===== src/rtl/hazard_ctrl_pkg.sv =====
// Shared definitions for the pipeline hazard controller: opcode map,
// controller states and source-register usage decode.
package hazard_ctrl_pkg;

  localparam int STAT_WIDTH = 32;

  localparam logic [6:0] OPC_R      = 7'b0110011;
  localparam logic [6:0] OPC_IMM    = 7'b0010011;
  localparam logic [6:0] OPC_LOAD   = 7'b0000011;
  localparam logic [6:0] OPC_STORE  = 7'b0100011;
  localparam logic [6:0] OPC_BRANCH = 7'b1100011;
  localparam logic [6:0] OPC_JALR   = 7'b1100111;
  localparam logic [6:0] OPC_JAL    = 7'b1101111;
  localparam logic [6:0] OPC_LUI    = 7'b0110111;
  localparam logic [6:0] OPC_AUIPC  = 7'b0010111;

  typedef enum logic {
    HZ_RUN,
    HZ_MDU_WAIT
  } hz_state_t;

  // Returns {uses_rs2, uses_rs1}; lui/auipc/jal and unknown opcodes read nothing.
  function automatic logic [1:0] src_use(input logic [6:0] opcode);
    logic [1:0] use_bits;
    use_bits = 2'b00;
    case (opcode)
      OPC_R, OPC_STORE, OPC_BRANCH: use_bits = 2'b11;
      OPC_IMM, OPC_LOAD, OPC_JALR:  use_bits = 2'b01;
      default:                      use_bits = 2'b00;
    endcase
    return use_bits;
  endfunction

endpackage


===== src/rtl/hazard_ctrl_if.sv =====
// Decode/execute boundary signals seen by the hazard controller, plus the
// stall/flush controls and statistics it returns to the pipeline.
interface hazard_ctrl_if #(
  parameter int WIDTH = hazard_ctrl_pkg::STAT_WIDTH
);

  logic [4:0]       id_rs1;
  logic [4:0]       id_rs2;
  logic [6:0]       id_opcode;
  logic [4:0]       ex_rd;
  logic             ex_reg_wr_en;
  logic             ex_mem_to_reg;
  logic             ex_mdu_op;
  logic             mdu_done;
  logic             ex_branch_taken;

  logic             pc_stall;
  logic             if_id_stall;
  logic             if_id_flush;
  logic             id_ex_stall;
  logic             id_ex_flush;
  logic             ex_mem_bubble;
  logic             mdu_timeout;
  logic [WIDTH-1:0] stall_cnt;
  logic [WIDTH-1:0] flush_cnt;

  modport master (
    output id_rs1, id_rs2, id_opcode, ex_rd, ex_reg_wr_en, ex_mem_to_reg,
           ex_mdu_op, mdu_done, ex_branch_taken,
    input  pc_stall, if_id_stall, if_id_flush, id_ex_stall, id_ex_flush,
           ex_mem_bubble, mdu_timeout, stall_cnt, flush_cnt
  );

  modport slave (
    input  id_rs1, id_rs2, id_opcode, ex_rd, ex_reg_wr_en, ex_mem_to_reg,
           ex_mdu_op, mdu_done, ex_branch_taken,
    output pc_stall, if_id_stall, if_id_flush, id_ex_stall, id_ex_flush,
           ex_mem_bubble, mdu_timeout, stall_cnt, flush_cnt
  );

endinterface


===== src/rtl/sat_counter.sv =====
// Event counter that sticks at all-ones instead of wrapping.
module sat_counter #(
  parameter int W = 32
) (
  input  logic         clk,
  input  logic         rst,
  input  logic         inc,
  output logic [W-1:0] count
);

  logic [W-1:0] cnt_q;
  logic [W-1:0] cnt_d;

  always_comb begin
    cnt_d = cnt_q;
    if (inc && (cnt_q != {W{1'b1}})) cnt_d = cnt_q + W'(1);
  end

  always_ff @(posedge clk) begin
    if (rst) cnt_q <= '0;
    else     cnt_q <= cnt_d;
  end

  assign count = cnt_q;

endmodule


===== src/rtl/hazard_ctrl.sv =====
// Pipeline hazard controller: load-use bubbles, MDU multi-cycle stalls with
// timeout, branch redirect flushes and saturating stall/flush statistics.
module hazard_ctrl
  import hazard_ctrl_pkg::*;
#(
  parameter int WIDTH       = STAT_WIDTH,
  parameter int MDU_TIMEOUT = 64,
  parameter int TO_W        = $clog2(MDU_TIMEOUT + 1)
) (
  input logic          clk,
  input logic          rst,
  hazard_ctrl_if.slave hz
);

  localparam logic [TO_W-1:0] TO_LAST = TO_W'(MDU_TIMEOUT - 1);

  hz_state_t       state_q, state_d;
  logic [TO_W-1:0] to_cnt_q, to_cnt_d;
  logic            timeout_q, timeout_d;
  logic            guard_q, guard_d;

  logic [1:0] use_bits;
  logic       load_use;
  logic       pc_stall, if_id_stall, if_id_flush;
  logic       id_ex_stall, id_ex_flush, ex_mem_bubble;

  assign use_bits = src_use(hz.id_opcode);
  assign load_use = hz.ex_mem_to_reg && hz.ex_reg_wr_en && (hz.ex_rd != 5'd0) &&
                    ((use_bits[0] && (hz.ex_rd == hz.id_rs1)) ||
                     (use_bits[1] && (hz.ex_rd == hz.id_rs2)));

  // guard_q covers the cycle after an MDU release, when the finished op is still in EX.
  always_comb begin
    state_d       = state_q;
    to_cnt_d      = to_cnt_q;
    timeout_d     = timeout_q;
    guard_d       = 1'b0;
    pc_stall      = 1'b0;
    if_id_stall   = 1'b0;
    if_id_flush   = 1'b0;
    id_ex_stall   = 1'b0;
    id_ex_flush   = 1'b0;
    ex_mem_bubble = 1'b0;

    case (state_q)
      HZ_RUN: begin
        if (hz.ex_branch_taken) begin
          if_id_flush = 1'b1;
          id_ex_flush = 1'b1;
        end else if (hz.ex_mdu_op && !hz.mdu_done && !guard_q) begin
          pc_stall      = 1'b1;
          if_id_stall   = 1'b1;
          id_ex_stall   = 1'b1;
          ex_mem_bubble = 1'b1;
          state_d       = HZ_MDU_WAIT;
          to_cnt_d      = '0;
        end else if (load_use) begin
          pc_stall    = 1'b1;
          if_id_stall = 1'b1;
          id_ex_flush = 1'b1;
        end
      end
      HZ_MDU_WAIT: begin
        if (hz.mdu_done) begin
          state_d = HZ_RUN;
          guard_d = 1'b1;
        end else if (to_cnt_q == TO_LAST) begin
          state_d   = HZ_RUN;
          guard_d   = 1'b1;
          timeout_d = 1'b1;
        end else begin
          pc_stall      = 1'b1;
          if_id_stall   = 1'b1;
          id_ex_stall   = 1'b1;
          ex_mem_bubble = 1'b1;
          to_cnt_d      = to_cnt_q + TO_W'(1);
        end
      end
      default: state_d = HZ_RUN;
    endcase

    if (rst) begin
      pc_stall      = 1'b0;
      if_id_stall   = 1'b0;
      if_id_flush   = 1'b0;
      id_ex_stall   = 1'b0;
      id_ex_flush   = 1'b0;
      ex_mem_bubble = 1'b0;
    end
  end

  always_ff @(posedge clk) begin
    if (rst) begin
      state_q   <= HZ_RUN;
      to_cnt_q  <= '0;
      timeout_q <= 1'b0;
      guard_q   <= 1'b0;
    end else begin
      state_q   <= state_d;
      to_cnt_q  <= to_cnt_d;
      timeout_q <= timeout_d;
      guard_q   <= guard_d;
    end
  end

  sat_counter #(.W(WIDTH)) u_stall_cnt (
    .clk   (clk),
    .rst   (rst),
    .inc   (pc_stall),
    .count (hz.stall_cnt)
  );

  sat_counter #(.W(WIDTH)) u_flush_cnt (
    .clk   (clk),
    .rst   (rst),
    .inc   (if_id_flush),
    .count (hz.flush_cnt)
  );

  assign hz.pc_stall      = pc_stall;
  assign hz.if_id_stall   = if_id_stall;
  assign hz.if_id_flush   = if_id_flush;
  assign hz.id_ex_stall   = id_ex_stall;
  assign hz.id_ex_flush   = id_ex_flush;
  assign hz.ex_mem_bubble = ex_mem_bubble;
  assign hz.mdu_timeout   = timeout_q;

  // A pipeline register is never told to hold and clear in the same cycle.
  assert property (@(posedge clk) disable iff (rst)
    !(if_id_stall && if_id_flush) && !(id_ex_stall && id_ex_flush));

endmodule


===== src/flat_wrapper.sv =====
// flat-port wrapper written by rule: the top's interface ports become plain ports
module hazard_ctrl_flat import hazard_ctrl_pkg::*;
#(
  parameter int WIDTH       = STAT_WIDTH,
  parameter int MDU_TIMEOUT = 64,
  parameter int TO_W        = $clog2(MDU_TIMEOUT + 1)
)
  (clk, rst, hz_id_rs1, hz_id_rs2, hz_id_opcode, hz_ex_rd, hz_ex_reg_wr_en, hz_ex_mem_to_reg, hz_ex_mdu_op, hz_mdu_done, hz_ex_branch_taken, hz_pc_stall, hz_if_id_stall, hz_if_id_flush, hz_id_ex_stall, hz_id_ex_flush, hz_ex_mem_bubble, hz_mdu_timeout, hz_stall_cnt, hz_flush_cnt);
  hazard_ctrl_if #(.WIDTH(WIDTH)) hz_i ();
  input logic clk;
  input logic rst;
  input wire logic [$bits(hz_i.id_rs1)-1:0] hz_id_rs1;
  input wire logic [$bits(hz_i.id_rs2)-1:0] hz_id_rs2;
  input wire logic [$bits(hz_i.id_opcode)-1:0] hz_id_opcode;
  input wire logic [$bits(hz_i.ex_rd)-1:0] hz_ex_rd;
  input wire logic [$bits(hz_i.ex_reg_wr_en)-1:0] hz_ex_reg_wr_en;
  input wire logic [$bits(hz_i.ex_mem_to_reg)-1:0] hz_ex_mem_to_reg;
  input wire logic [$bits(hz_i.ex_mdu_op)-1:0] hz_ex_mdu_op;
  input wire logic [$bits(hz_i.mdu_done)-1:0] hz_mdu_done;
  input wire logic [$bits(hz_i.ex_branch_taken)-1:0] hz_ex_branch_taken;
  output wire logic [$bits(hz_i.pc_stall)-1:0] hz_pc_stall;
  output wire logic [$bits(hz_i.if_id_stall)-1:0] hz_if_id_stall;
  output wire logic [$bits(hz_i.if_id_flush)-1:0] hz_if_id_flush;
  output wire logic [$bits(hz_i.id_ex_stall)-1:0] hz_id_ex_stall;
  output wire logic [$bits(hz_i.id_ex_flush)-1:0] hz_id_ex_flush;
  output wire logic [$bits(hz_i.ex_mem_bubble)-1:0] hz_ex_mem_bubble;
  output wire logic [$bits(hz_i.mdu_timeout)-1:0] hz_mdu_timeout;
  output wire logic [$bits(hz_i.stall_cnt)-1:0] hz_stall_cnt;
  output wire logic [$bits(hz_i.flush_cnt)-1:0] hz_flush_cnt;
  assign hz_i.id_rs1 = hz_id_rs1;
  assign hz_i.id_rs2 = hz_id_rs2;
  assign hz_i.id_opcode = hz_id_opcode;
  assign hz_i.ex_rd = hz_ex_rd;
  assign hz_i.ex_reg_wr_en = hz_ex_reg_wr_en;
  assign hz_i.ex_mem_to_reg = hz_ex_mem_to_reg;
  assign hz_i.ex_mdu_op = hz_ex_mdu_op;
  assign hz_i.mdu_done = hz_mdu_done;
  assign hz_i.ex_branch_taken = hz_ex_branch_taken;
  assign hz_pc_stall = hz_i.pc_stall;
  assign hz_if_id_stall = hz_i.if_id_stall;
  assign hz_if_id_flush = hz_i.if_id_flush;
  assign hz_id_ex_stall = hz_i.id_ex_stall;
  assign hz_id_ex_flush = hz_i.id_ex_flush;
  assign hz_ex_mem_bubble = hz_i.ex_mem_bubble;
  assign hz_mdu_timeout = hz_i.mdu_timeout;
  assign hz_stall_cnt = hz_i.stall_cnt;
  assign hz_flush_cnt = hz_i.flush_cnt;
  hazard_ctrl #(.WIDTH(WIDTH), .MDU_TIMEOUT(MDU_TIMEOUT), .TO_W(TO_W)) u_core (.clk(clk), .rst(rst), .hz(hz_i));
endmodule

===== config.mk =====
export PLATFORM = sky130hd
export DESIGN_NAME = hazard_ctrl_flat
export DESIGN_NICKNAME = d
export VERILOG_FILES = /design/src/rtl/hazard_ctrl_pkg.sv /design/src/rtl/hazard_ctrl_if.sv /design/src/rtl/sat_counter.sv /design/src/rtl/hazard_ctrl.sv /design/src/flat_wrapper.sv
export SDC_FILE = /design/constraint.sdc
export NUM_CORES = 1
export LEC_CHECK = 0
export ABC_AREA = 1
export CORE_ASPECT_RATIO = 0.6
export CORE_MARGIN = 2
export CORE_UTILIZATION = 51
export DETAILED_ROUTE_END_ITERATION = 8
export PLACE_DENSITY_LB_ADDON = 0.05
export SLEW_MARGIN = 20
export SYNTH_ARGS = -nofsm -noshare
export SYNTH_HDL_FRONTEND = slang
export SYNTH_SLANG_ARGS = --single-unit

===== constraint.sdc =====
create_clock -name clk -period 2.5 [get_ports clk]
set_input_delay 0.5 -clock clk [delete_from_list [all_inputs] [get_ports clk]]
set_output_delay 0.5 -clock clk [all_outputs]
set_load 0.01 [all_outputs]

==> Slide: Implementation Results <==
Synthesis and Place & Route Summary

Timing
  • Slew HR: 0.554
  • Max-slew violations: 0
  • Final setup viols: 0
  • PnR worst setup slack: 0.0704 ns
  • Final tally of hold violations: 0
  • Setup TNS: 0 ns
  • Final worst-path cycle share: 0.972
  • Fin crit period: 2.43 ns
  • Hold WS: 0.448 ns
  • Worst-margin pin slew: roughly 0.66 ns
  • Fin Clk Skew: 0.00637 ns
  • Max Freq: 412 MHz

Drt
  • Post-route met1 wirelength: 6990 µm
  • Metal3 WL: 1590 µm
  • Max Used Layer: met4
  • Average wire per standard cell: about 15 µm
  • DR pass1 iterations: 5
  • Met2 routed WL: 5600 µm
  • DR iter-0 viols: 567
  • Via density: between 5 and 6
  • Total wire length: 14400 µm
  • Via count: 5090
  • Final antenna-violating net count: 0
  • Residual DRC: 0

Logic synthesis
  • Synth unique cells: 34
  • Post-synth top area cell: dfxtp_1
  • Synth top cell by count: nand2_1
  • Area leader share: 0.328
  • Cell Area, Synth: between 4000 and 5000 µm²
  • Post-synthesis cell count from yosys: 712
  • Synth top area cells: dfxtp_1 33%, nand2_1 18%, nor2_1 8.3%, nand3_1 6.4%, a21oi_1 6.3%
  • Mapped Cells: around 710
  • Post-synth top cells: 211 x nand2_1, 100 x nor2_1, 74 x dfxtp_1
  • Yosys chip area: around 4500 µm²
  • Syn_nets: 744
  • FF+latch count, synth: 74
  • Syn_area_per_cell: 6.34 µm²
  • Yosys warns: 0
  • EDFF count, synth: 0
  • Post-synth top flop: dfxtp_1
  • Synth async-reset ratio: 0
  • Post-synth seq share: 0.328

Place
  • Routability Congestion: 1.00
  • DP Area: 5670 µm²
  • Placed cells: 921
  • Pre-CTS WS: -0.365 ns
  • Hpwl dp: 10800 µm
  • Port bufs: 99

Critical path
  • Reg2Reg Capture Point: u_core.u_flush_cnt.count[9]
  • Critical path, cell by cell: clkdlybuf4s50_1, nand2_1, nor2_1, nand2_1, nor2_1, nand2_1, nand2_1, nand3_1, nand2_2, clkbuf_2
  • Slowest stage delay, CP: 0.50 ns
  • CP Launch Point: hz_id_opcode[1]
  • Slowest cell on crit path: clkdlybuf4s50_1
  • Critical Path RT: 2.00 ns
  • Arrival @ worst endpoint: 1.93 ns
  • Reg-to-Reg Start: u_core.u_flush_cnt.count[0]
  • Crit path capture: hz_if_id_stall
  • CP top delay family: simple AND/OR/NAND/NOR gates
  • WP depth: 10
  • Crit-path max FO: 3
  • Buf/Inv on CP: 2
  • Worst r2r path cells: 12
  • Crit-path most repeated cell: nand2_1
  • Crit path kind: primary input to output port
  • Critical Path End Type: output port
  • Reg2Reg Setup Slack: 0.34 ns
  • CP startpoint kind: primary input

Min path
  • Hold EP: u_core.to_cnt_q[6]
  • Hold Path Cell Cnt: 2
  • Hold path start: u_core.to_cnt_q[6]
  • Hold Crit Class: register to register

Global route
  • First-pass GRT wire length: about 23000 µm
  • Total track usage: 0.302
  • Largest net degree at the start of global routing: 43
  • Vias in the first global route: 4620
  • Initial antenna violation count: 0
  • Grt ovf: 0

Power and ir drop
  • Register share of total power: 0.450
  • Switching Fraction: 0.232
  • Cell Pwr Density: between 400 and 500 nW/µm²
  • Clock share of power: 0.475
  • Psw: approximately 610 µW
  • Total power: ~2.6 mW
  • P_leak: 2.22 nW
  • Worst VDD drop: 0.000308 V
  • Internal Power: 2.03 mW
  • Comb pwr share: 0.074

Finish
  • Fin cells: just over 900
  • Commonest non-fill, non-tap cells in the layout: 209 x nand2_1, 99 x nor2_1, 88 x clkdlybuf4s50_1
  • Design Area, Final: 5940 µm²
  • Most numerous logic cell after layout: nand2_1
  • Antenna Cells: 0
  • Nets: roughly 850
  • Filler cell count: around 750
  • Layout cells sized above 1: 0.0656
  • Layout area overhead: 31.6%
  • Util after Layout: 0.695

Job
  • Maxcap violations: 0
  • Tool Warnings: 27

Clock tree
  • CTS buffer count: 9
  • Clock Sink Count: 74
  • Max clock buf depth: 2
  • Post-CTS setup buffers: 0
  • TritonCTS clock tree: yes
  • CTS hold repair buffers: 0
  • Clk root buf: clkbuf_16
  • H-tree levels: 3
  • Clock Pin Slew Worst Setup and Hold Paths: 0.06 ns
  • Late-Pin Clk Latency: between 0.3 and 0.4 ns

Die
  • Placeable Area: around 8600 µm²
  • Chip area: 9650 µm²
  • Fp_density: 0.528
  • I/O pins: 100
  • Chip height: about 77 µm
  • Rows: 26
  • Die X: 125 µm

Run status
  • Status: complete, no violations
[registers in the layout, summed over array words and instances (netlist names)]
register,cells
u_core.u_flush_cnt.count,32
u_core.u_stall_cnt.count,32
u_core.to_cnt_q,7
u_core.guard_q,1
u_core.hz.mdu_timeout,1
u_core.state_q,1
[layer usage]
metal  track usage  vias up
met2         0.411      271
met4        0.0744        0
met1         0.463     2278
li1              -     2510
met5             0        -
met3        0.0809       31
[what timing repair did]
action / in CTS / in global routing
endpoints found under the setup margin: 5 / 6
pin swaps: 0 / 1
resized: 11 / 15
[cell families after synthesis]
| logic type | after synthesis | synth area share |
|---|---|---|
| AND-OR/OR-AND | 78 | 0.0909 |
| XOR/XNOR | 43 | 0.0834 |
| adder cells (fa/ha/maj) | 3 | 0.00831 |
| buffers and inverters | 82 | 0.0781 |
| flip-flops | 74 | 0.328 |
| AND/OR/NAND/NOR | 432 | 0.411 |
[layout make-up]
cell class	instances	area [µm²]	share of cell area
Multi-Input combinational cell	556	2700	0.455
Sequential cell	74	1480	0.249
Timing Repair Buffer	120	1120	0.189
Clock buffer	10	229	0.0385
Inverter	59	221	0.0373
Tap cell	112	140	0.0236
Clock inverter	4	45.0	0.00758
[power by group through the flow]
| stage | registers [mW] | logic, mW | clock network (mW) |
|---|---|---|---|
| after floorplan | 1.22 | 0.0948 | 0 |
| after global placement | 1.22 | 0.193 | 0 |
| after detailed placement | 1.22 | 0.198 | 0 |
| after CTS | 1.19 | 0.194 | 1.27 |
| after global routing | 1.19 | 0.215 | 1.31 |
| final | 1.19 | 0.197 | 1.26 |
[tightest hold or removal path, cell delays in order (launching register included)]
cell and delay [ns]:
dfxtp_1 0.31, o31ai_1 0.06, nor2_1 0.04
power_grid.png
Scale bar: 50 µm. Pins as bars on the die edge.
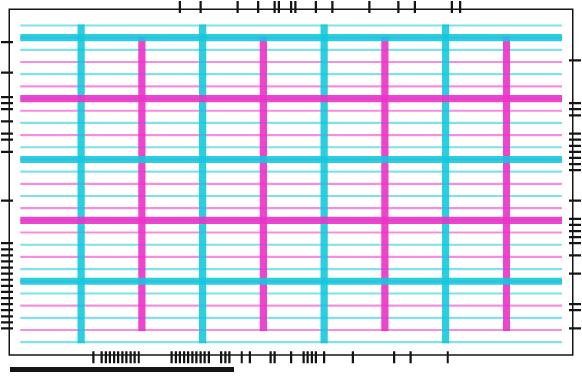
Magenta is VDD. Cyan is VSS.
8 straps on met4. 100 signal pins sit on the boundary.

placement_by_type.png
Scale bar: 50 µm.
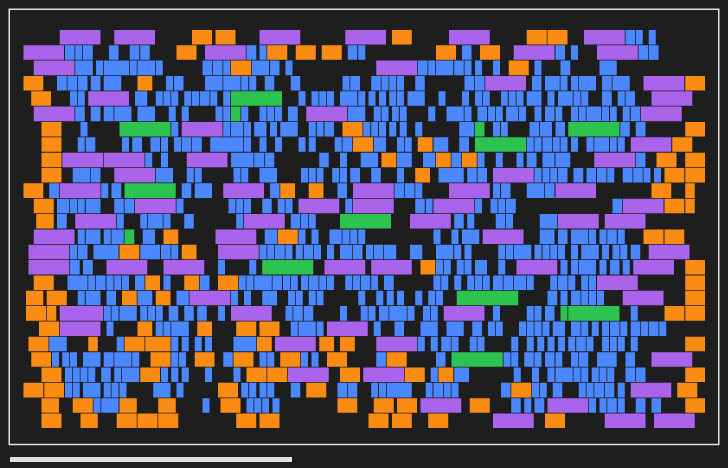
Purple is sequential cells, cells 74. Orange is remaining buffers and delay cells, cells 120. Green is clock drivers and dummy loads, cells 14. Blue is combinational and other logic, cells 615.

clk_routes.png
Scale bar: 50 µm.
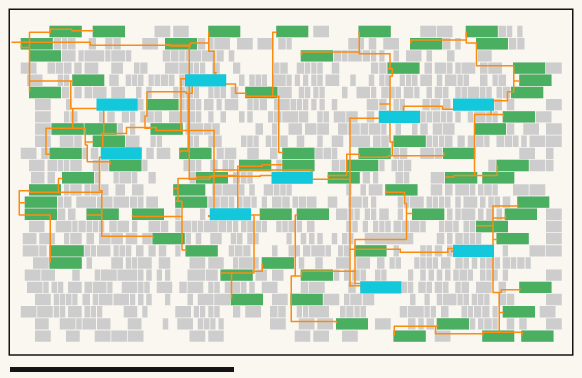
Green is flip-flops, count 74. Orange is clock wires, length 1050 µm. Cyan is clock drivers, count 9.
Position of the flops: spread over the die.

wires.png
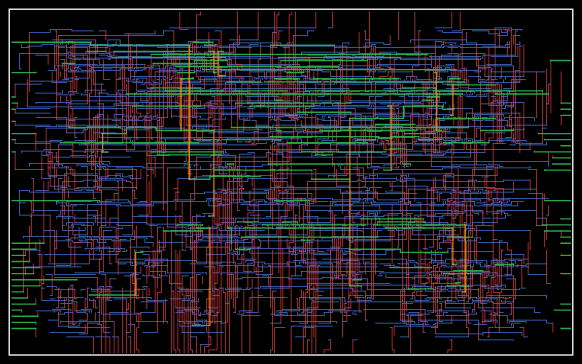
Red is metal 2, wire length 5600 µm. Green is metal 3, wire length 1590 µm. Blue is metal 1, wire length 6990 µm. Orange is metal 4, wire length 202 µm.

Power and IR drop assume default switching activity.
